[src/rtl/sys_defs.sv]
// Shared types for the instruction-side MSHR: entry/fill records, memory tag and block widths.
`ifndef ICACHE_MSHR_ENTRIES
`define ICACHE_MSHR_ENTRIES 4
`endif

package sys_defs;

    localparam int MEM_TAG_BITS        = 4;
    localparam int MEM_BLOCK_BITS      = 64;
    localparam int ICACHE_MSHR_ENTRIES = `ICACHE_MSHR_ENTRIES;

    typedef logic [MEM_TAG_BITS-1:0]   MEM_TAG;
    typedef logic [MEM_BLOCK_BITS-1:0] MEM_BLOCK;

    typedef enum logic [1:0] {
        FREE  = 2'd0,
        ALLOC = 2'd1,
        WAIT  = 2'd2
    } IMSHR_STATE;

    typedef struct packed {
        IMSHR_STATE  state;
        logic [31:0] line_addr;
        MEM_TAG      mem_tag;
        logic        demand;
    } IMSHR_ENTRY;

    typedef struct packed {
        logic        valid;
        logic [31:0] addr;
        MEM_BLOCK    data;
        logic        is_prefetch;
    } IMSHR_FILL;

    function automatic logic [31:0] line_of(input logic [31:0] addr, input int unsigned off_bits);
        return addr >> off_bits;
    endfunction

endpackage

[src/rtl/imshr_pick.sv]
// Lowest-index picker: one-hot of the first set request bit and its binary index.
module imshr_pick #(
    parameter int N     = 4,
    parameter int IDX_W = $clog2(N)
)(
    input  logic [N-1:0]     i_req,
    output logic [N-1:0]     o_onehot,
    output logic [IDX_W-1:0] o_idx
);

    logic [N-1:0] w_lower;

    assign w_lower[0] = 1'b0;
    for (genvar gi = 1; gi < N; gi++) begin : g_lower
        assign w_lower[gi] = w_lower[gi-1] | i_req[gi-1];
    end

    assign o_onehot = i_req & ~w_lower;

    always_comb begin
        o_idx = '0;
        for (int i = N - 1; i >= 0; i--) begin
            if (i_req[i]) o_idx = IDX_W'(i);
        end
    end

endmodule

[src/rtl/icache_miss_handler.sv]
// Instruction-side MSHR: merges demand/prefetch misses, issues one line request per cycle, fills on tag return.
// Define ICACHE_MSHR_FILL_BYPASS_EN to drive fill_* combinationally in the return cycle.
module icache_miss_handler
    import sys_defs::*;
#(
    parameter int NUM_ENTRIES   = ICACHE_MSHR_ENTRIES,
    parameter int NUM_SNOOP     = 2,
    parameter int LINE_OFF_BITS = 3,
    parameter int PF_RESERVE    = 1
)(
    input  logic                                 clock,
    input  logic                                 reset,
    input  logic                                 flush,
    input  logic                                 demand_valid,
    input  logic [31:0]                          demand_addr,
    output logic                                 demand_ready,
    input  logic                                 pf_valid,
    input  logic [31:0]                          pf_addr,
    output logic                                 pf_ready,
    input  logic [NUM_SNOOP-1:0][31:0]           snoop_addr,
    output logic [NUM_SNOOP-1:0]                 snoop_hit,
    output logic                                 mem_req_valid,
    output logic [31:0]                          mem_req_addr,
    input  logic                                 mem_req_accepted,
    input  MEM_TAG                               current_req_tag,
    input  MEM_BLOCK                             return_data,
    input  MEM_TAG                               return_data_tag,
    output logic                                 fill_valid,
    output logic [31:0]                          fill_addr,
    output MEM_BLOCK                             fill_data,
    output logic                                 fill_is_prefetch,
    output logic                                 full,
    output logic [$clog2(NUM_ENTRIES+1)-1:0]     occupancy
);

    localparam int IDX_W = $clog2(NUM_ENTRIES);
    localparam int OCC_W = $clog2(NUM_ENTRIES + 1);

    IMSHR_ENTRY r_entry      [NUM_ENTRIES];
    IMSHR_ENTRY w_entry_next [NUM_ENTRIES];

    logic [NUM_ENTRIES-1:0] w_free, w_alloc, w_alloc_dem, w_dmatch, w_pmatch, w_ret_hit;
    logic [NUM_ENTRIES-1:0] w_d_oh, w_p_oh, w_p_mask, w_id_oh, w_ia_oh;
    logic [IDX_W-1:0]       w_d_idx, w_p_idx, w_id_idx, w_ia_idx, w_iss_idx;
    logic [31:0]            w_dline, w_pline;
    logic [OCC_W-1:0]       w_free_cnt;
    logic                   w_accept_ok, w_dmerge, w_d_alloc, w_pf_same, w_pmerge, w_pf_room, w_p_alloc;
    logic                   w_issue;
    IMSHR_FILL              w_fill, w_fill_out;

    assign w_dline     = line_of(demand_addr, LINE_OFF_BITS);
    assign w_pline     = line_of(pf_addr, LINE_OFF_BITS);
    assign w_accept_ok = !reset && !flush;

    for (genvar gi = 0; gi < NUM_ENTRIES; gi++) begin : g_entry
        assign w_free[gi]      = r_entry[gi].state == FREE;
        assign w_alloc[gi]     = r_entry[gi].state == ALLOC;
        assign w_alloc_dem[gi] = w_alloc[gi] && r_entry[gi].demand;
        assign w_dmatch[gi]    = !w_free[gi] && r_entry[gi].line_addr == w_dline;
        assign w_pmatch[gi]    = !w_free[gi] && r_entry[gi].line_addr == w_pline;
        assign w_ret_hit[gi]   = !reset && r_entry[gi].state == WAIT && return_data_tag != '0
                                 && r_entry[gi].mem_tag == return_data_tag;
    end

    // Snoop only sees registered state, so a same-cycle allocation is invisible here.
    for (genvar gi = 0; gi < NUM_SNOOP; gi++) begin : g_snoop
        logic [NUM_ENTRIES-1:0] w_smatch;
        for (genvar gj = 0; gj < NUM_ENTRIES; gj++) begin : g_cmp
            assign w_smatch[gj] = !w_free[gj]
                                  && r_entry[gj].line_addr == line_of(snoop_addr[gi], LINE_OFF_BITS);
        end
        assign snoop_hit[gi] = |w_smatch;
    end

    imshr_pick #(.N(NUM_ENTRIES), .IDX_W(IDX_W)) u_pick_demand (.i_req(w_free),      .o_onehot(w_d_oh),  .o_idx(w_d_idx));
    imshr_pick #(.N(NUM_ENTRIES), .IDX_W(IDX_W)) u_pick_pf     (.i_req(w_p_mask),    .o_onehot(w_p_oh),  .o_idx(w_p_idx));
    imshr_pick #(.N(NUM_ENTRIES), .IDX_W(IDX_W)) u_pick_iss_d  (.i_req(w_alloc_dem), .o_onehot(w_id_oh), .o_idx(w_id_idx));
    imshr_pick #(.N(NUM_ENTRIES), .IDX_W(IDX_W)) u_pick_iss_a  (.i_req(w_alloc),     .o_onehot(w_ia_oh), .o_idx(w_ia_idx));

    always_comb begin
        w_free_cnt = '0;
        for (int i = 0; i < NUM_ENTRIES; i++) begin
            w_free_cnt = w_free_cnt + OCC_W'(w_free[i]);
        end
    end

    assign w_dmerge     = |w_dmatch;
    assign w_d_alloc    = w_accept_ok && demand_valid && !w_dmerge && |w_d_oh;
    assign demand_ready = w_accept_ok && demand_valid && (w_dmerge || |w_d_oh);

    // The prefetch sees the free pool after the demand has taken its slot.
    assign w_p_mask  = w_free & ~(w_d_alloc ? w_d_oh : '0);
    assign w_pf_same = w_d_alloc && w_pline == w_dline;
    assign w_pmerge  = |w_pmatch || w_pf_same;
    assign w_pf_room = (int'(w_free_cnt) - int'(w_d_alloc)) > PF_RESERVE;
    assign w_p_alloc = w_accept_ok && pf_valid && !w_pmerge && |w_p_oh && w_pf_room;
    assign pf_ready  = w_accept_ok && pf_valid && (w_pmerge || (|w_p_oh && w_pf_room));

    assign w_iss_idx     = |w_id_oh ? w_id_idx : w_ia_idx;
    assign mem_req_valid = w_accept_ok && |w_ia_oh;
    assign mem_req_addr  = r_entry[w_iss_idx].line_addr << LINE_OFF_BITS;
    assign w_issue       = mem_req_valid && mem_req_accepted && current_req_tag != '0;

    // A demand merging into the line being returned this cycle still counts as demand.
    always_comb begin
        w_fill = '0;
        for (int i = 0; i < NUM_ENTRIES; i++) begin
            if (w_ret_hit[i]) begin
                w_fill.valid       = 1'b1;
                w_fill.addr        = r_entry[i].line_addr << LINE_OFF_BITS;
                w_fill.data        = return_data;
                w_fill.is_prefetch = !(r_entry[i].demand || (w_dmatch[i] && demand_valid && w_accept_ok));
            end
        end
    end

    always_comb begin
        for (int i = 0; i < NUM_ENTRIES; i++) begin
            w_entry_next[i] = r_entry[i];
            if (flush) begin
                if (r_entry[i].state == ALLOC) w_entry_next[i].state = FREE;
                w_entry_next[i].demand = 1'b0;
            end else if (demand_valid && w_dmatch[i]) begin
                w_entry_next[i].demand = 1'b1;
            end
            if (w_issue && w_iss_idx == IDX_W'(i)) begin
                w_entry_next[i].state   = WAIT;
                w_entry_next[i].mem_tag = current_req_tag;
            end
            if (w_ret_hit[i]) begin
                w_entry_next[i].state  = FREE;
                w_entry_next[i].demand = 1'b0;
            end
        end
        if (w_d_alloc) w_entry_next[w_d_idx] = '{state: ALLOC, line_addr: w_dline, mem_tag: '0, demand: 1'b1};
        if (w_p_alloc) w_entry_next[w_p_idx] = '{state: ALLOC, line_addr: w_pline, mem_tag: '0, demand: 1'b0};
    end

    always_ff @(posedge clock) begin
        if (reset) begin
            for (int i = 0; i < NUM_ENTRIES; i++) r_entry[i] <= '0;
        end else begin
            for (int i = 0; i < NUM_ENTRIES; i++) r_entry[i] <= w_entry_next[i];
        end
    end

`ifdef ICACHE_MSHR_FILL_BYPASS_EN
    assign w_fill_out = w_fill;
`else
    IMSHR_FILL r_fill;
    always_ff @(posedge clock) begin
        if (reset) r_fill <= '0;
        else       r_fill <= w_fill;
    end
    assign w_fill_out = r_fill;
`endif

    assign fill_valid       = w_fill_out.valid;
    assign fill_addr        = w_fill_out.addr;
    assign fill_data        = w_fill_out.data;
    assign fill_is_prefetch = w_fill_out.is_prefetch;

    assign full      = ~|w_free;
    assign occupancy = OCC_W'(NUM_ENTRIES) - w_free_cnt;

endmodule

[config.mk]
export PLATFORM = sky130hd
export DESIGN_NAME = icache_miss_handler
export DESIGN_NICKNAME = d
export VERILOG_FILES = /design/src/rtl/sys_defs.sv /design/src/rtl/imshr_pick.sv /design/src/rtl/icache_miss_handler.sv
export SDC_FILE = /design/constraint.sdc
export NUM_CORES = 1
export LEC_CHECK = 0
export CORE_MARGIN = 1
export CORE_UTILIZATION = 40
export DETAILED_ROUTE_END_ITERATION = 12
export PLACE_DENSITY = 0.6
export REMOVE_ABC_BUFFERS = 1
export SYNTH_ARGS = -nofsm -noshare
export SYNTH_HDL_FRONTEND = slang
export SYNTH_HIERARCHICAL = 1
export SYNTH_SLANG_ARGS = --single-unit
[constraint.sdc]
create_clock -name clock -period 8.2 [get_ports clock]
set_input_delay 2.05 -clock clock [delete_from_list [all_inputs] [get_ports clock]]
set_output_delay 2.05 -clock clock [all_outputs]
set_load 0.02 [all_outputs]
**Run 1: selected gate families**

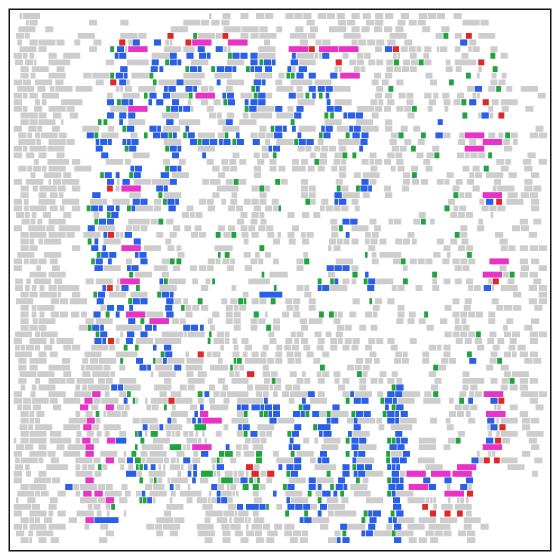
- magenta: mux cells (cells 48; where widely spread)
- blue: aoi and oai cells (cells 421)
- green: nand cells (cells 227)
- red: non-inverting ao/oa cells (cells 34; where widely spread)
final non-filler cell total: 2984
logic share of the area: 0.526
commonest non-fill, non-tap cell in the layout: clkdlybuf4s50_1

**Run 1: met4 routing**

The bar under the picture is 50 um long.
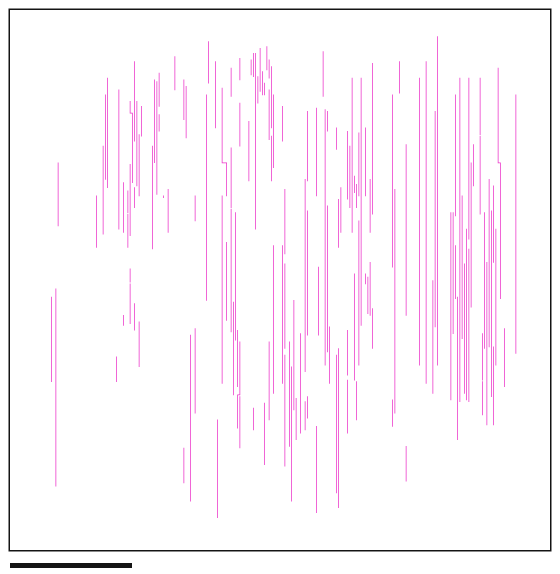
- share of all routed wire: 5.8%
- main direction: vertical
- nets with wire on the layer: 124
Detailed Route WL: 101 mm
vias: 19900

**Run 1: metal layers overlaid**

Only two layers are drawn.
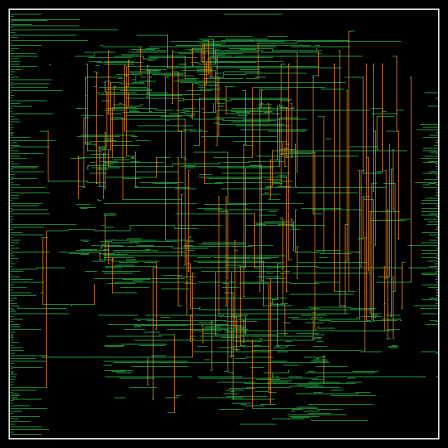
- orange: M4 (wire length 5850 um)
- green: M3 (wire length 11400 um)
Routed WL per cell: 33.7 um
GRT Total Usage: 0.395

**Run 1: sequential cells grouped by signal name**

The bar under the picture is 50 um long. Other sequential cells in the stronger gray, the rest of the logic in the fainter gray.
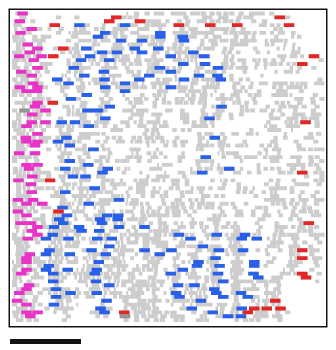
- red: `fill_addr` (sequential cells 29; where widely spread)
- blue: `r_entry` (sequential cells 156)
- magenta: `fill_data` (sequential cells 64; where a vertical strip on the left)
- not colored: 2
sequential cell area share: 0.213
power of the sequential group: 1320 uW
register area: 5020 um^2
final core occ: 0.496

==> impl_metrics.csv, run 1 <==
group,metric,value,unit
cells_and_area,regMostFlops,"r_entry",
global_routing,antenna_found_initial,0,
pwr,swShare,0.307,
worst_setup_path,cp.depth,13,
job,drv_cap,0,
routing,avgViaCountPerCell,6.67,
cells_and_area,buffers,448,
cells_and_area,n_antenna_cell,1,
synth,yosys.area.top_type,"dfxtp_1",
synth,ys_seq_frac,0.261,
global_routing,grt_max_degree,121,
worst_setup_path,worstPathMaxFanout,5,
routing,dr_wl_met3,11.4,mm
worst_setup_path,ff2ff_path_depth,16,
synth,postSynthAreaPerCell,8.65,um^2
synth,logic_family,"XOR/XNOR gates",
worst_setup_path,regToRegSetupSlack,2940,ps
floorplan,die_width,221,um
routing,first_pass_iters,7,
synth,yosysWarnings,6,
floorplan,dieArea,49000,um^2
clock_tree,cts_tree,"done",
pwr,ir_drop,0.000156,V
pwr,combPwrFrac,0.195,
cells_and_area,num-multi-input-gates,1595,
clock_tree,clk_latency,600,ps
global_routing,grt_pass1_vias,19300,
synth,ys_cells,2225,
floorplan,ios,345,
synth,ys_top_cells_by_count,"xor2_1 (320), dfxtp_1 (251), xnor2_1 (191)",
pwr,p_leak,0.00872,uW
clock_tree,cts_hold_buffers,0,
clock_tree,postCtsSetupBuffers,0,
worst_setup_path,worstReg2RegStart,"r_entry[0][37]",
clock_tree,cts-resized-gates,1,
worst_setup_path,start_kind,"primary input",
outcome,outcome,"completed",
worst_setup_path,required,6150,ps
clock_tree,cts.clk_slew.worst_paths,60,ps
pwr,power.density,146,nW/um^2
cells_and_area,buffer_area_frac,0.181,
cells_and_area,comb_area,12400,um^2
synth,ys.flops,251,
pwr,pwr-share-seq,0.383,
floorplan,nWellTaps,615,
placed_design,post_dp_cell_area,22500,um^2
worst_hold_path,hold_path_startpoint,"r_entry[1][36]",
job,warnings,47,
floorplan,core,47600,um^2
worst_hold_path,hp-class,"flip-flop to flip-flop",
sta,clock_skew,15.0,ps
cells_and_area,nNonClkInverters,17,
worst_setup_path,max_stage_delay,610,ps
cells_and_area,drive_gt1_frac,0.109,
routing,drt_iter0_markers,2955,
pwr,power,3460,uW
routing,drtAntennaViolNets,0,
global_routing,grt_overflow,0,
cells_and_area,largest_reg_flops,156,
clock_tree,clockBufferDepth,3,
sta,post-route-worst-setup-slack,473,ps
synth,fa_ha_area_frac,0.00624,
sta,min_period,7730,ps
synth,ys_chip_area,19300,um^2
cells_and_area,layout.nets,2559,
worst_setup_path,critPathCapture,"pf_ready",
pwr,top_power_group,"the clock network",
sta,setup_tns,0,ps
placed_design,dp_hpwl,71.4,mm
synth,synth.distinct_cells,65,
cells_and_area,clock_buffers,43,
routing,met1Wirelength,38.8,mm
floorplan,fp_util,0.404,
cells_and_area,dominant_cells,"combinational gates",
==> inputs of run 2 (changes only) <==
--- a/config.mk
+++ b/config.mk
@@ -5,10 +5,12 @@
 export SDC_FILE = /design/constraint.sdc
 export NUM_CORES = 1
 export LEC_CHECK = 0
+export CELL_PAD_IN_SITES_DETAIL_PLACEMENT = 0
+export CELL_PAD_IN_SITES_GLOBAL_PLACEMENT = 2
 export CORE_MARGIN = 1
-export CORE_UTILIZATION = 40
+export CORE_UTILIZATION = 35
 export DETAILED_ROUTE_END_ITERATION = 12
-export PLACE_DENSITY = 0.6
+export PLACE_DENSITY_LB_ADDON = 0.1
 export REMOVE_ABC_BUFFERS = 1
 export SYNTH_ARGS = -nofsm -noshare
 export SYNTH_HDL_FRONTEND = slang
==> run 2 against run 1 <==
  * Core utilization fell by 5.3 points
  * Cell area rose by 1.6%
  * First-iteration DRC count fell by 28%
  * Sequential power barely moved
  * Largest cell class unchanged
  * Flip-flop count did not move
  * Combinational power rose by 7.7%
  * Die size rose by 14%
  * Synthesized cell count did not move
  * Register-to-register slack improved by 120 ps
==> impl_metrics.csv, run 2 <==
group,metric,value,unit
synth,yosys.area.top_type,"dfxtp_1",
sta,fmax,125,MHz
routing,top_layer_used,"met5",
sta,hold_viol_final,0,
placed_design,post-place-cells,3052,
routing,drtAntennaViolNets,0,
synth,edf_count,0,
synth,postSynthAreaPerCell,8.65,um^2
cells_and_area,clock_buffers,46,
synth,fa_ha_area_frac,0.00624,
routing,drt_iter0_markers,2137,
cells_and_area,buffers,493,
synth,netlist_area,19300,um^2
routing,dr_wl_met3,8.59,mm
worst_setup_path,start_kind,"primary input",
pwr,power,3420,uW
worst_setup_path,crit_type,"primary input to primary output",
worst_setup_path,worstReg2RegStart,"r_entry[0][37]",
sta,min_period,8000,ps
synth,synth-main-ff-cell,"dfxtp_1",
clock_tree,clockBufferDepth,3,
floorplan,nWellTaps,696,
worst_hold_path,worstHoldPathCells,1,
synth,ys_chip_area,19300,um^2
worst_setup_path,worstPathMaxFanout,5,
synth,ys_sh_simple,0.173,
job,warnings,43,
clock_tree,cts_hold_buffers,0,
global_routing,grt_pass1_vias,18600,
routing,avgViaCountPerCell,6.28,
floorplan,ios,345,
pwr,combPwrFrac,0.212,
cells_and_area,drive_gt1_frac,0.122,
synth,yosysTopAreaCellShare,0.261,
routing,drt-total-wl,104,mm
synth,aoi_share,0.180,
worst_setup_path,ff2ff_path_depth,17,
global_routing,antenna_found_initial,4,
sta,setup_viol_count_final,0,
worst_setup_path,cp-startpoint,"demand_addr[24]",
worst_hold_path,hp-class,"flip-flop to flip-flop",
pwr,p_switching,1070,uW
cells_and_area,num-multi-input-gates,1595,
cells_and_area,seq_cells,251,
sta,drv_slew,0,
worst_setup_path,r2r_end,"r_entry[3][8]",
routing,met1Wirelength,43.9,mm
pwr,pg_comb,725,uW
cells_and_area,area_growth,24.6,%
worst_hold_path,holdPathEnd,"r_entry[1][36]",
clock_tree,cts_tree,"done",
synth,synthMuxAreaShare,0.0438,
worst_setup_path,cp.depth,15,
placed_design,post_dp_cell_area,23000,um^2
cells_and_area,lay_top_cells,"clkdlybuf4s50_1 (324), xor2_1 (319), dfxtp_1 (251)",
synth,ys.flops,251,
cells_and_area,regMostFlops,"r_entry",
synth,xor_share,0.232,
pwr,pwr-share-seq,0.382,
worst_hold_path,hold_path_startpoint,"r_entry[1][36]",
worst_setup_path,critPathCapture,"pf_ready",
synth,logic_family,"XOR/XNOR gates",
global_routing,busiest_layer,"met2",
global_routing,grt_pass1_wl,145,mm
cells_and_area,final_common_cell,"clkdlybuf4s50_1",
floorplan,die_h,237,um
cells_and_area,comb_area,12400,um^2
clock_tree,root_buffer,"clkbuf_16",
synth,ys_cells,2225,
synth,synth.distinct_cells,65,
pwr,p_int,2350,uW
clock_tree,clock_sinks,251,
pwr,top_power_group,"the clock network",
cells_and_area,area.sequential,5020,um^2
worst_setup_path,critPathArrivalTime,5950,ps
cells_and_area,n_antenna_cell,0,
clock_tree,cts_max_level,1,
clock_tree,cts_buffers,30,
placed_design,place.gp.congestion,1.05,
routing,wl_met2,47.6,mm
synth,synth-async-reset-ratio,0,
cells_and_area,nNonClkInverters,17,
outcome,outcome,"completed",
floorplan,die_width,237,um
routing,remaining_drc_errors,0,
worst_setup_path,slowest_stage,"or4_2",
worst_setup_path,max_stage_delay,600,ps
clock_tree,cts.clk_slew.worst_paths,60,ps
global_routing,grt_max_degree,134,
pwr,power.density,143,nW/um^2
placed_design,dp_hpwl,77.1,mm
job,drv_cap,0,
synth,ys_top_cells_by_area,"dfxtp_1 (26%), xor2_1 (15%), xnor2_1 (8.7%)",
pwr,power.share.clock,0.407,
cells_and_area,clk_share,0.0418,
synth,ys_top_cells_by_count,"xor2_1 (320), dfxtp_1 (251), xnor2_1 (191)",
clock_tree,cts-resized-gates,6,
sta,clock_skew,22.6,ps
floorplan,core,54100,um^2
placed_design,numPortBuffers,326,
synth,ys_seq_frac,0.261,
worst_setup_path,required,6150,ps
cells_and_area,layout.nets,2603,
cells_and_area,buffer_area_frac,0.193,
worst_setup_path,regToRegSetupSlack,3060,ps
clock_tree,clk_latency,620,ps
cells_and_area,finalInstanceArea,24000,um^2
pwr,swShare,0.313,
routing,first_pass_iters,6,
global_routing,grt_overflow,0,
floorplan,dieArea,56000,um^2
floorplan,fp_util,0.356,
sta,post-route-worst-setup-slack,201,ps
routing,num_vias,19500,
cells_and_area,largest_reg_flops,156,
synth,yosysWarnings,6,
floorplan,rows,85,
cells_and_area,n_fill_cell,5328,
pwr,ir_drop,0.000158,V
pwr,p_leak,0.00888,uW
pwr,clk-power,1390,uW
clock_tree,postCtsSetupBuffers,0,
cells_and_area,dominant_cells,"combinational gates",
sta,setup_tns,0,ps
**Run 2: congestion heat map**

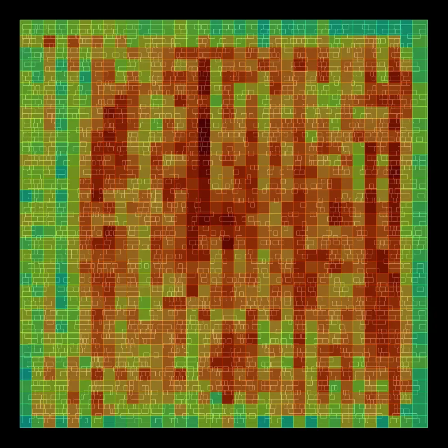
GR Layer Usage met2: 0.587
final core occ: 0.443
GRT Total Usage: 0.361
Routed WL per cell: 33.4 um

**Run 2: sequential cells grouped by signal name**

The bar under the picture is 50 um long. Other sequential cells in the stronger gray, the rest of the logic in the fainter gray.
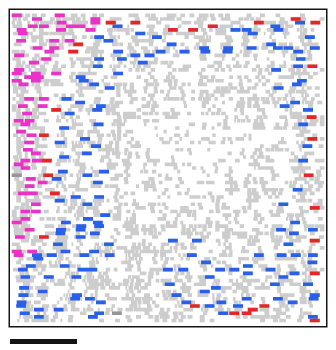
- magenta: `fill_data` (sequential cells 64; where a vertical strip on the left)
- red: `fill_addr` (sequential cells 29; where widely spread)
- blue: `r_entry` (sequential cells 156; where widely spread)
- not colored: 2
power of the sequential group: 1310 uW
sequential cell area share: 0.209

**Run 2: selected gate families**

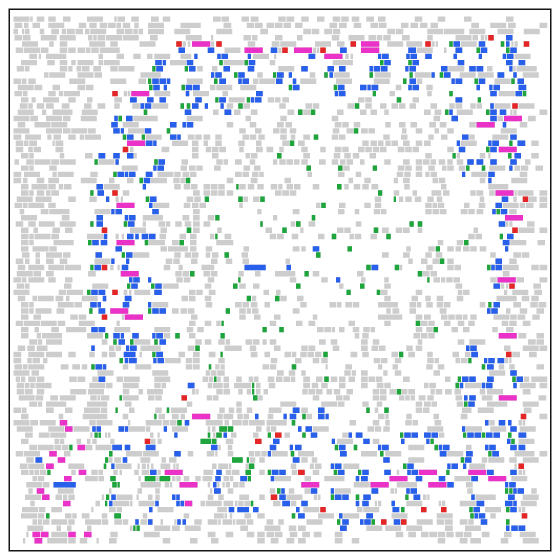
- blue: aoi and oai cells (cells 421; where widely spread)
- green: nand cells (cells 227; where widely spread)
- magenta: mux cells (cells 48; where widely spread)
- red: non-inverting ao/oa cells (cells 34; where widely spread)
logic share of the area: 0.516
final non-filler cell total: 3107

==> inputs of run 3 (changes only) <==
--- a/config.mk
+++ b/config.mk
@@ -9,6 +9,7 @@
 export CELL_PAD_IN_SITES_GLOBAL_PLACEMENT = 2
 export CORE_MARGIN = 1
 export CORE_UTILIZATION = 35
+export CTS_CLUSTER_DIAMETER = 50
 export DETAILED_ROUTE_END_ITERATION = 12
 export PLACE_DENSITY_LB_ADDON = 0.1
 export REMOVE_ABC_BUFFERS = 1
==> run 3 against run 2 <==
  * Cell area increased by 2.1%
  * Via count increased by 0.76%
  * Cell count increased by 0.74%
  * Hold slack improved by 0.60 ps
  * Synthesized cell count unchanged
  * Fmax increased by 0.15%
  * Clock power increased by about 40%
  * Register-to-register slack improved by 60 ps
  * Routed wire length increased by 0.19%
  * First-iteration DRC count increased by 7.5%
  * Combinational power about the same
  * Critical path type unchanged
==> impl_metrics.csv, run 3 <==
group,metric,value,unit
clock_tree,cts.clk_slew.worst_paths,50,ps
pwr,swShare,0.298,
worst_setup_path,critPathCapture,"pf_ready",
pwr,power.density,162,nW/um^2
routing,avgViaCountPerCell,6.28,
cells_and_area,clock_buffers,54,
synth,yosysWarnings,6,
cells_and_area,n_fill_cell,5289,
routing,wl_met2,47.6,mm
sta,setup_viol_count_final,0,
worst_setup_path,regToRegSetupSlack,3120,ps
sta,min_period,7990,ps
worst_setup_path,start_kind,"primary input",
clock_tree,cts_hold_buffers,0,
pwr,combPwrFrac,0.183,
clock_tree,cts-resized-gates,6,
floorplan,die_width,237,um
pwr,power.share.clock,0.488,
cells_and_area,regMostFlops,"r_entry",
routing,drtAntennaViolNets,0,
pwr,pwr-share-seq,0.329,
floorplan,die_h,237,um
pwr,top_power_group,"the clock network",
floorplan,core,54100,um^2
clock_tree,cts_buffers,43,
global_routing,antenna_found_initial,2,
cells_and_area,layout.nets,2616,
cells_and_area,buffer_area_frac,0.189,
clock_tree,cts_tree,"done",
placed_design,post-place-cells,3052,
worst_hold_path,hold_path_startpoint,"r_entry[1][36]",
floorplan,dieArea,56000,um^2
cells_and_area,area.sequential,5020,um^2
synth,ys_sh_simple,0.173,
worst_setup_path,cp.depth,15,
synth,aoi_share,0.180,
cells_and_area,dominant_cells,"combinational gates",
pwr,clk-power,1940,uW
global_routing,busiest_layer,"met2",
cells_and_area,lay_top_cells,"clkdlybuf4s50_1 (324), xor2_1 (319), dfxtp_1 (251)",
routing,top_layer_used,"met5",
pwr,p_seq,1310,uW
routing,met1Wirelength,44.1,mm
worst_setup_path,crit_type,"primary input to primary output",
cells_and_area,drive_gt1_frac,0.132,
cells_and_area,nNonClkInverters,17,
cells_and_area,finalInstanceArea,24500,um^2
worst_setup_path,worstReg2RegStart,"r_entry[0][37]",
cells_and_area,largest_reg_flops,156,
cells_and_area,comb_area,12400,um^2
routing,dr_wl_met3,8.50,mm
pwr,ir_drop,0.000141,V
global_routing,grtUsageMet3,0.0611,
cells_and_area,final_common_cell,"clkdlybuf4s50_1",
placed_design,dp_hpwl,77.1,mm
worst_setup_path,slowest_stage,"or4_2",
synth,yosys.area.top_type,"dfxtp_1",
synth,yosysTopAreaCellShare,0.261,
sta,hold_viol_final,0,
synth,ys.flops,251,
synth,synth-main-ff-cell,"dfxtp_1",
synth,ys_top_cells_by_area,"dfxtp_1 (26%), xor2_1 (15%), xnor2_1 (8.7%)",
routing,drt_iter0_markers,2297,
sta,drv_slew,0,
clock_tree,root_buffer,"clkbuf_16",
pwr,p_leak,0.00914,uW
worst_setup_path,max_stage_delay,590,ps
synth,postSynthAreaPerCell,8.65,um^2
synth,ys_chip_area,19300,um^2
sta,clock_skew,17.0,ps
worst_setup_path,required,6150,ps
clock_tree,clock_sinks,251,
synth,ys_cells,2225,
clock_tree,postCtsSetupBuffers,0,
worst_setup_path,critPathArrivalTime,5940,ps
synth,synth.distinct_cells,65,
worst_hold_path,worstHoldPathCells,1,
cells_and_area,n_antenna_cell,0,
job,warnings,43,
cells_and_area,num-multi-input-gates,1595,
worst_setup_path,cp-startpoint,"demand_addr[24]",
clock_tree,clk_latency,570,ps
sta,setup_tns,0,ps
synth,fa_ha_area_frac,0.00624,
global_routing,grt_pass1_wl,146,mm
synth,edf_count,0,
clock_tree,cts_max_level,2,
worst_hold_path,holdPathEnd,"r_entry[1][36]",
synth,xor_share,0.232,
cells_and_area,clk_share,0.0619,
global_routing,met2_usage,0.588,
global_routing,grt_max_degree,134,
pwr,p_switching,1190,uW
placed_design,post_dp_cell_area,23000,um^2
sta,post-route-worst-setup-slack,212,ps
synth,synth-async-reset-ratio,0,
synth,ys_top_cells_by_count,"xor2_1 (320), dfxtp_1 (251), xnor2_1 (191)",
pwr,pg_comb,727,uW
placed_design,place.gp.congestion,1.05,
synth,ys_seq_frac,0.261,
worst_setup_path,r2r_end,"r_entry[3][8]",
floorplan,fp_util,0.356,
floorplan,ios,345,
pwr,p_int,2790,uW
cells_and_area,seq_cells,251,
worst_hold_path,hp-class,"flip-flop to flip-flop",
cells_and_area,buffers,493,
synth,synthMuxAreaShare,0.0438,
routing,first_pass_iters,7,
pwr,power,3970,uW
clock_tree,clockBufferDepth,3,
placed_design,numPortBuffers,326,
global_routing,grt_pass1_vias,18900,
outcome,outcome,"completed",
**Run 3: metal layers overlaid**

Only two layers are drawn.
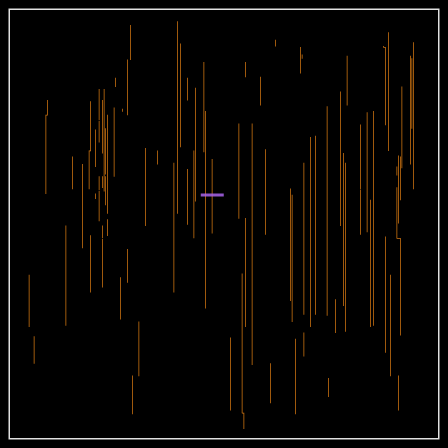
- orange: M4 (wire length 3740 um)
- purple: M5 (wire length 11.0 um)
Detailed Route WL: 104 mm
GRT Total Usage: 0.363
Routed WL per cell: 33.2 um
vias: 19700

**Run 3: selected gate families**

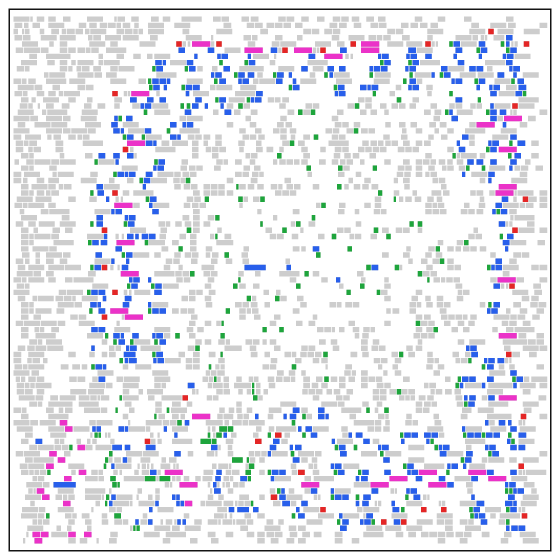
- red: non-inverting ao/oa cells (cells 34; where widely spread)
- magenta: mux cells (cells 48; where widely spread)
- green: nand cells (cells 227; where widely spread)
- blue: aoi and oai cells (cells 421; where widely spread)
final non-filler cell total: 3130
logic share of the area: 0.506

**Run 3: sequential cells grouped by signal name**

The bar under the picture is 50 um long. Other sequential cells in the stronger gray, the rest of the logic in the fainter gray.
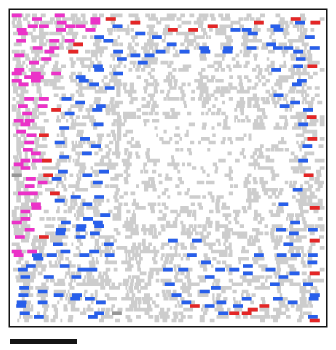
- magenta: `fill_data` (sequential cells 64; where a vertical strip on the left)
- blue: `r_entry` (sequential cells 156; where widely spread)
- red: `fill_addr` (sequential cells 29; where widely spread)
sequential cell area share: 0.205
final core occ: 0.453

No activity file was given, so power comes from the tool's default toggle rates.
